## src/rtl/game_round_ctrl_pkg.sv

```systemverilog
// game_pkg: shared state encoding and widths for the round sequencer
package game_pkg;
  localparam int WIDTH_DEF = 4;
  localparam int LIVES_W = 3;
  typedef enum logic [2:0] {IDLE, ARM, CAPTURE, WAIT_GUESS, JUDGE, SHOW, GAME_OVER} state_t;
endpackage

```

## src/rtl/game_round_ctrl_cycle_timer.sv

```systemverilog
// cycle_timer: clearable up-counter that parks on its terminal count
module cycle_timer #(
  parameter int LIMIT = 16,
  localparam int W = LIMIT > 1 ? $clog2(LIMIT) : 1
) (
  input  logic clk,
  input  logic rst_n,
  input  logic clr,
  input  logic en,
  output logic tc
);
  logic [W-1:0] count_q, count_d;
  // clear wins over count; stop at the terminal value so it never wraps
  always_comb begin
    tc = count_q == W'(LIMIT - 1);
    count_d = clr ? '0 : (en && !tc) ? count_q + 1'b1 : count_q;
  end
  // counter state
  always_ff @(posedge clk or negedge rst_n)
    if (!rst_n) count_q <= '0;
    else count_q <= count_d;
endmodule

```

## src/rtl/game_round_ctrl.sv

```systemverilog
// game_round_ctrl: per-round sequencer for the binary number game
module game_round_ctrl
  import game_pkg::*;
#(
  parameter int WIDTH = WIDTH_DEF,
  parameter int SCORE_W = 8,
  parameter int LIVES_INIT = 3,
  parameter int TIMEOUT_CYC = 50_000_000,
  parameter int SHOW_CYC = 25_000_000,
  parameter int MAX_RETRY = 3
) (
  input  logic               clk,
  input  logic               rst_n,
  input  logic               start,
  input  logic               guess_submit,
  input  logic [WIDTH-1:0]   guess,
  output logic               gen_enable,
  input  logic [WIDTH-1:0]   gen_result,
  output logic [WIDTH-1:0]   target,
  output logic               target_valid,
  output logic               hit,
  output logic               miss,
  output logic [SCORE_W-1:0] score,
  output logic [LIVES_W-1:0] lives,
  output logic               game_over
);
  localparam int RETRY_W = MAX_RETRY > 0 ? $clog2(MAX_RETRY + 1) : 1;
  state_t state_q, state_d;
  logic [WIDTH-1:0] target_q, target_d, prev_q, prev_d;
  logic [RETRY_W-1:0] retry_q, retry_d;
  logic [SCORE_W-1:0] score_q, score_d;
  logic [LIVES_W-1:0] lives_q, lives_d;
  logic verdict_q, verdict_d, hit_q, hit_d, miss_q, miss_d;
  logic gen_enable_q, gen_enable_d, target_valid_q, target_valid_d, game_over_q, game_over_d;
  logic guess_tc, show_tc;
  cycle_timer #(.LIMIT(TIMEOUT_CYC)) u_guess_tmr (
    .clk(clk), .rst_n(rst_n), .clr(state_q == CAPTURE), .en(state_q == WAIT_GUESS), .tc(guess_tc)
  );
  cycle_timer #(.LIMIT(SHOW_CYC)) u_show_tmr (
    .clk(clk), .rst_n(rst_n), .clr(state_q == JUDGE), .en(state_q == SHOW), .tc(show_tc)
  );
  // round sequencing; the registered strobes are decoded from the next state
  always_comb begin
    state_d = state_q;
    target_d = target_q;
    prev_d = prev_q;
    retry_d = retry_q;
    score_d = score_q;
    lives_d = lives_q;
    verdict_d = verdict_q;
    hit_d = hit_q;
    miss_d = miss_q;
    case (state_q)
      IDLE, GAME_OVER: if (start) begin
        state_d = ARM;
        score_d = '0;
        lives_d = LIVES_W'(LIVES_INIT);
        retry_d = '0;
      end
      ARM: state_d = CAPTURE;
      CAPTURE: if (gen_result == prev_q && retry_q < RETRY_W'(MAX_RETRY)) begin
        retry_d = retry_q + 1'b1;
        state_d = ARM;
      end else begin
        target_d = gen_result;
        prev_d = gen_result;
        retry_d = '0;
        state_d = WAIT_GUESS;
      end
      WAIT_GUESS: begin
        verdict_d = guess_submit ? guess == target_q : 1'b0;
        state_d = (guess_submit || guess_tc) ? JUDGE : state_q;
      end
      JUDGE: begin
        score_d = verdict_q ? (&score_q ? score_q : score_q + 1'b1) : score_q;
        lives_d = (verdict_q || lives_q == '0) ? lives_q : lives_q - 1'b1;
        hit_d = verdict_q;
        miss_d = !verdict_q;
        state_d = SHOW;
      end
      SHOW: if (show_tc) begin
        hit_d = 1'b0;
        miss_d = 1'b0;
        state_d = lives_q == '0 ? GAME_OVER : ARM;
      end
      default: state_d = IDLE;
    endcase
    gen_enable_d = state_d == ARM;
    target_valid_d = state_d == WAIT_GUESS;
    game_over_d = state_d == GAME_OVER;
  end
  // state and registered outputs; reset aborts any round at once
  always_ff @(posedge clk or negedge rst_n)
    if (!rst_n) begin
      state_q <= IDLE;
      target_q <= '0;
      prev_q <= '0;
      retry_q <= '0;
      score_q <= '0;
      lives_q <= '0;
      verdict_q <= 1'b0;
      hit_q <= 1'b0;
      miss_q <= 1'b0;
      gen_enable_q <= 1'b0;
      target_valid_q <= 1'b0;
      game_over_q <= 1'b0;
    end else begin
      state_q <= state_d;
      target_q <= target_d;
      prev_q <= prev_d;
      retry_q <= retry_d;
      score_q <= score_d;
      lives_q <= lives_d;
      verdict_q <= verdict_d;
      hit_q <= hit_d;
      miss_q <= miss_d;
      gen_enable_q <= gen_enable_d;
      target_valid_q <= target_valid_d;
      game_over_q <= game_over_d;
    end
  assign gen_enable = gen_enable_q;
  assign target = target_q;
  assign target_valid = target_valid_q;
  assign hit = hit_q;
  assign miss = miss_q;
  assign score = score_q;
  assign lives = lives_q;
  assign game_over = game_over_q;
endmodule

```

## config.mk

```make
export PLATFORM = sky130hd
export DESIGN_NAME = game_round_ctrl
export DESIGN_NICKNAME = d
export VERILOG_FILES = /design/src/rtl/game_round_ctrl_pkg.sv /design/src/rtl/game_round_ctrl_cycle_timer.sv /design/src/rtl/game_round_ctrl.sv
export SDC_FILE = /design/constraint.sdc
export NUM_CORES = 1
export LEC_CHECK = 0
export CAP_MARGIN = 25
export CORE_AREA = 2 2 97 118
export CTS_CLUSTER_DIAMETER = 200
export DETAILED_ROUTE_END_ITERATION = 6
export DIE_AREA = 0 0 99 120
export GPL_ROUTABILITY_DRIVEN = 0
export PLACE_DENSITY = 0.61
export SYNTH_ARGS = -nofsm -noshare
export SYNTH_HDL_FRONTEND = slang
export SYNTH_SLANG_ARGS = --single-unit
export TNS_END_PERCENT = 1
```

## constraint.sdc

```tcl
create_clock -name clk -period 2.7 [get_ports clk]
set_input_delay 0.405 -clock clk [delete_from_list [all_inputs] [get_ports clk]]
set_output_delay 0.405 -clock clk [all_outputs]
set_load 0.005 [all_outputs]
```

==> qor.log <==
INFO  clocking       holdBufCountCts=0
INFO  final_timing   post-route-min-period=2.28ns
INFO  status         run_status=complete, no violations
INFO  synth          synth_area_per_cell=9.43um^2
INFO  final_timing   tightest_slew=0.617ns
INFO  flow_run       number_of_openroad_warnings=27
INFO  route          post-route-drc-count=0
INFO  synth          synth.distinct_cells=51
INFO  flow_run       max_cap_violations=0
INFO  clocking       clock_tree.buffer_depth=2
INFO  setup_path     critical_path_required=2.96ns
INFO  setup_path     worst_ep_arrival_time=2.53ns
INFO  grt            globalRouteOverflowTotal=0
INFO  synth          synth_sequential_area_ratio=45.7%
INFO  clocking       worstSkewPairLatency=0.33ns
INFO  synth          yosysTopAreaCellShare=45.7%
INFO  route          drt_wl_total=9370um
INFO  grt            grt_start_max_net_pins=45
INFO  floorplanning  design.die.area=0.0119mm^2
INFO  final_timing   timing.final.max_slew_violations=0
INFO  grt            antenna_found_initial=0
INFO  route          ant_nets=0
INFO  worst_hold_path worst_hold_path_type=in -> async
INFO  cells_and_area insertedDiodeCount=0
INFO  cells_and_area post_route_cells_drive_above_1_share=8.06%
INFO  power_and_ir_drop total_power=3740uW
INFO  grt            grt_first_pass_wirelength=16500um
INFO  clocking       clock-sinks=77
INFO  synth          synth_area_leader_cell=dfrtp_1
INFO  synth          yosys.stat.chipArea=0.00421mm^2
INFO  route          drt-vias-per-instance=5.64
INFO  route          routed_wire_length_per_instance=15.2um
INFO  final_timing   setup_tns=0ns
INFO  synth          synthCells=447
INFO  clocking       clock_tree_from_tritoncts=built
INFO  clocking       clk_pin_slew=0.06ns
INFO  setup_path     crit_path_end_kind=register
INFO  clocking       cts-buffers-inserted=9
INFO  route          dr_total_vias=3474
INFO  synth          synth-edff-count=0
INFO  final_timing   relSlewSlack=58.8%
INFO  place          number_of_port_buffers=31
INFO  clocking       ctsHtreeMaxLevel=3
INFO  synth          numSynthFlops=77
INFO  synth          common_cells=dfrtp_1, nand2_1, a21oi_1
INFO  floorplanning  fp_util=39.1%
INFO  final_timing   final_min_period_over_clock_period=84.3%
INFO  route          detailedRoute.firstIterationViolations=154
INFO  synth          postSynth.topFlopCell=dfrtp_1
INFO  final_timing   report.final.setup_viol=0
INFO  floorplanning  chipWidth=99um
INFO  synth          synth-cells-yosys=447
INFO  setup_path     timing.critical_path.fanout_max=15
INFO  setup_path     crit_type=reg -> reg
INFO  final_timing   timing.final.hold_violations=0
INFO  final_timing   maximum_frequency_from_static_timing_analysis=440MHz
INFO  setup_path     worst_reg_to_reg_path_cell_count=6
INFO  clocking       post_cts.repair.setup_buffers=0
INFO  final_timing   rsz0062_at_grt=false
INFO  synth          ys_top_cells_by_area=dfrtp_1, a21oi_1, nand2_1
INFO  route          firstDrtPassIters=4
INFO  cells_and_area layout-area-overhead-vs-synth=18.4%
INFO  synth          async_reset_ff_share=100%
INFO  power_and_ir_drop power_density=749mW/mm^2
INFO  grt            first_global_vias=3493
INFO  synth          synth.most_common_cell=dfrtp_1
INFO  place          dp_hpwl=6530um
INFO  floorplanning  pin_count=32
INFO  synth          mapped_cell_area=0.00421mm^2
INFO  synth          synth.net_count=465
INFO  cells_and_area final_net_count=497
INFO  grt            gr-usage-all-layers=17.1%
INFO  synth          ys_warn_count=0
INFO  place          numPlacedInstances=600
INFO  setup_path     worst_setup_path_start_kind=register
INFO  power_and_ir_drop p_leak=0.00205uW
INFO  clocking       postCtsResizedCells=0
INFO  clocking       cts.root.buffer_cell=clkbuf_16
## worst paths after layout
path / start / end / slack, ns
min in group clk: retry_q[1] / retry_q[1] / 0.51
hold reg to reg: retry_q[1] / retry_q[1] / 0.51
max in group asynchronous: rst_n / u_guess_tmr.count_q[21] / 2.08
hold / removal: rst_n / u_show_tmr.count_q[10] / 0.02
setup / recovery: u_guess_tmr.count_q[0] / u_guess_tmr.count_q[15] / 0.42
setup reg to reg: u_guess_tmr.count_q[0] / u_guess_tmr.count_q[15] / 0.42
## critical path, stage by stage (launching register included)
cell and delay, ns:
dfrtp_1 0.42, ha_1 0.24, and4_1 0.22, nand3_1 0.24
o2111ai_2 0.36, or4_1 0.57, a21oi_1 0.15
## cell usage in the layout (no fill, tap or decap), drive strengths merged, types with 4 or more instances in the layout
cell	instances
clkbuf	11
nor3	8
a21oi	37
o211ai	11
or3	20
nand4	18
and3	8
nor2	30
xor2	17
clkdlybuf4s50	30
nand2b	4
nand2	46
dfrtp	77
nand3	29
and4	9
nor4	5
o31ai	17
inv	12
ha	6
o21ai	29
xnor2	9
buf	5
or4	11
## through the flow
step                      hold slack, ns  setup slack, ns  area, um^2  utilization [%]
after floorplan                    0.109            0.822        4210                -
after global placement             0.391            0.511        4660             43.3
after detailed placement           0.396            0.427        4660             43.3
after CTS                         0.0371            0.424        4990             46.3
after global routing              0.0605            0.243        4990             46.3
final                             0.0236            0.425        4990             46.3
## report_power, final
| part | switching, uW | internal [uW] |
|---|---|---|
| clock network | 468 | 836 |
| logic | 515 | 417 |
| registers | 196 | 1310 |
| total | 1180 | 2560 |
## sequential cells by signal, summed over array words and instances (netlist names)
signal / flops
game_over: 1
hit: 1
state_q: 3
u_guess_tmr.count_q: 26
lives: 3
retry_q: 2
u_show_tmr.count_q: 25
gen_enable: 1
miss: 1
verdict_q: 1
prev_q: 4
target_valid: 1
score: 8
## cell type report
| type | count | area [um^2] |
|---|---|---|
| inverter | 12 | 45.0 |
| clock buffer | 11 | 243 |
| timing repair buffer | 35 | 350 |
| tap | 132 | 165 |
| sequential | 77 | 1930 |
| fill | 1042 | 5780 |
| clock inverter | 5 | 83.8 |
| multi-input combinational | 344 | 2170 |
## routing by layer
metal	share of wire, %	GRT usage [%]
met1	46	22.2
met2	49	27.9
met3	3.5	3.55
met4	1.6	6.42
met5	0	0
## kinds of logic after synthesis
kind of cell             count (synthesis)  share of synthesized area [%]
flip-flops                              77                           45.7
AND-OR/OR-AND                          107                           16.2
buffers and inverters                   26                           2.67
XOR/XNOR                                26                           5.40
AND/OR/NAND/NOR                        203                           27.7
adder cells (fa/ha/maj)                  6                           1.78
multiplexers                             2                          0.505
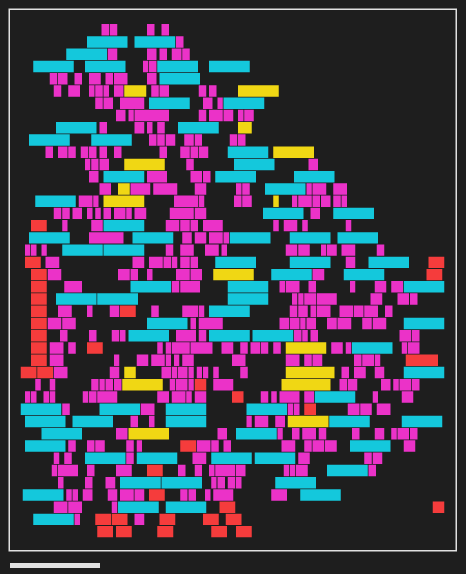
(images/class_map.png)
The bar under the picture is 20 um long.
colour	class	cells	share of their area
magenta	remaining logic cells	356	46%
yellow	clock drivers and dummy loads	16	6.8%
cyan	registers	77	40%
red	remaining buffers and delay cells	35	7.3%
share of cell area taken by flip-flops and latches: 38.6%
post-layout util: 46.3%
number of rows created at floorplan: 42
Placeable Area: 0.0108 mm^2
final design area excluding fillers: 0.00499 mm^2

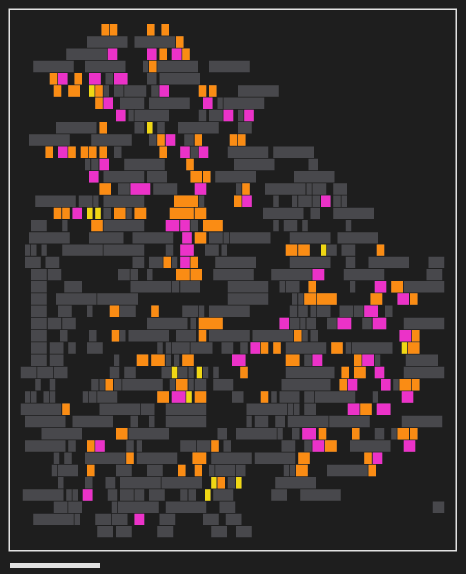
(images/gates.png)
The bar under the picture is 20 um long.
colour	family	cells	most used
yellow	inv cells	12	inv_1
magenta	and/or cells	54	or3_1
orange	aoi and oai cells	103	a21oi_1
logic share of the area: 43.6%
most frequent logic cell in the layout: dfrtp_1
count of non-filler cells in the finished layout: 616

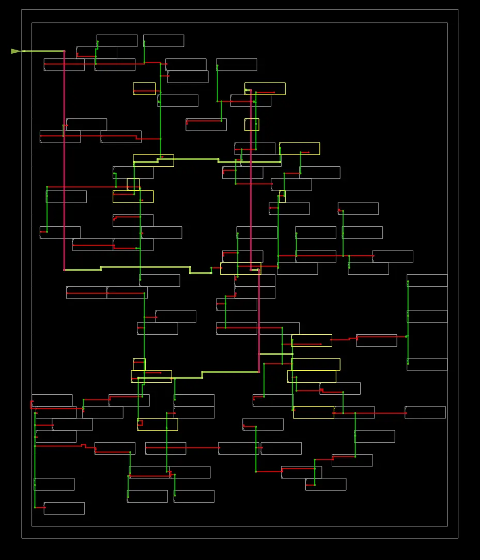
(images/clock_nets.png)
final-layout clock buffer total: 11
worst clock skew: 0.00433 ns

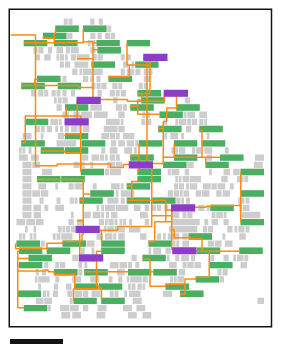
(images/clock_wires.png)
The bar under the picture is 20 um long.
[orange] clock wires | length: 1030 um
[purple] clock-net drivers | count: 9
[green] flip-flops | count: 77
flops lie	all over the die
power dissipated in the clock network: 1300 uW
fraction of power consumed by the clock network: 34.9%

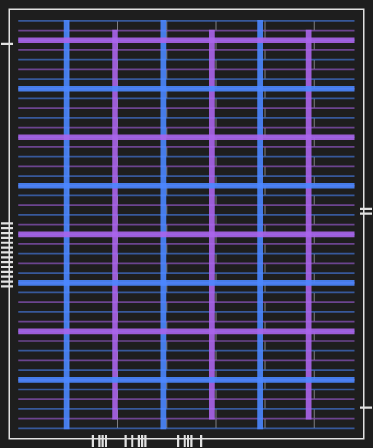
(images/floorplan.png)
Pins as bars on the die edge. Tap cells in grey.
colour	net
blue	VSS
purple	VDD
rows	42
met4 straps	6
met5 straps	8
met1 rails	43
signal pins	32
die height: 120 um
worst vdd rail ir drop: 0.000364 V

Power figures rest on the tool's default switching activity, not on a simulated workload.
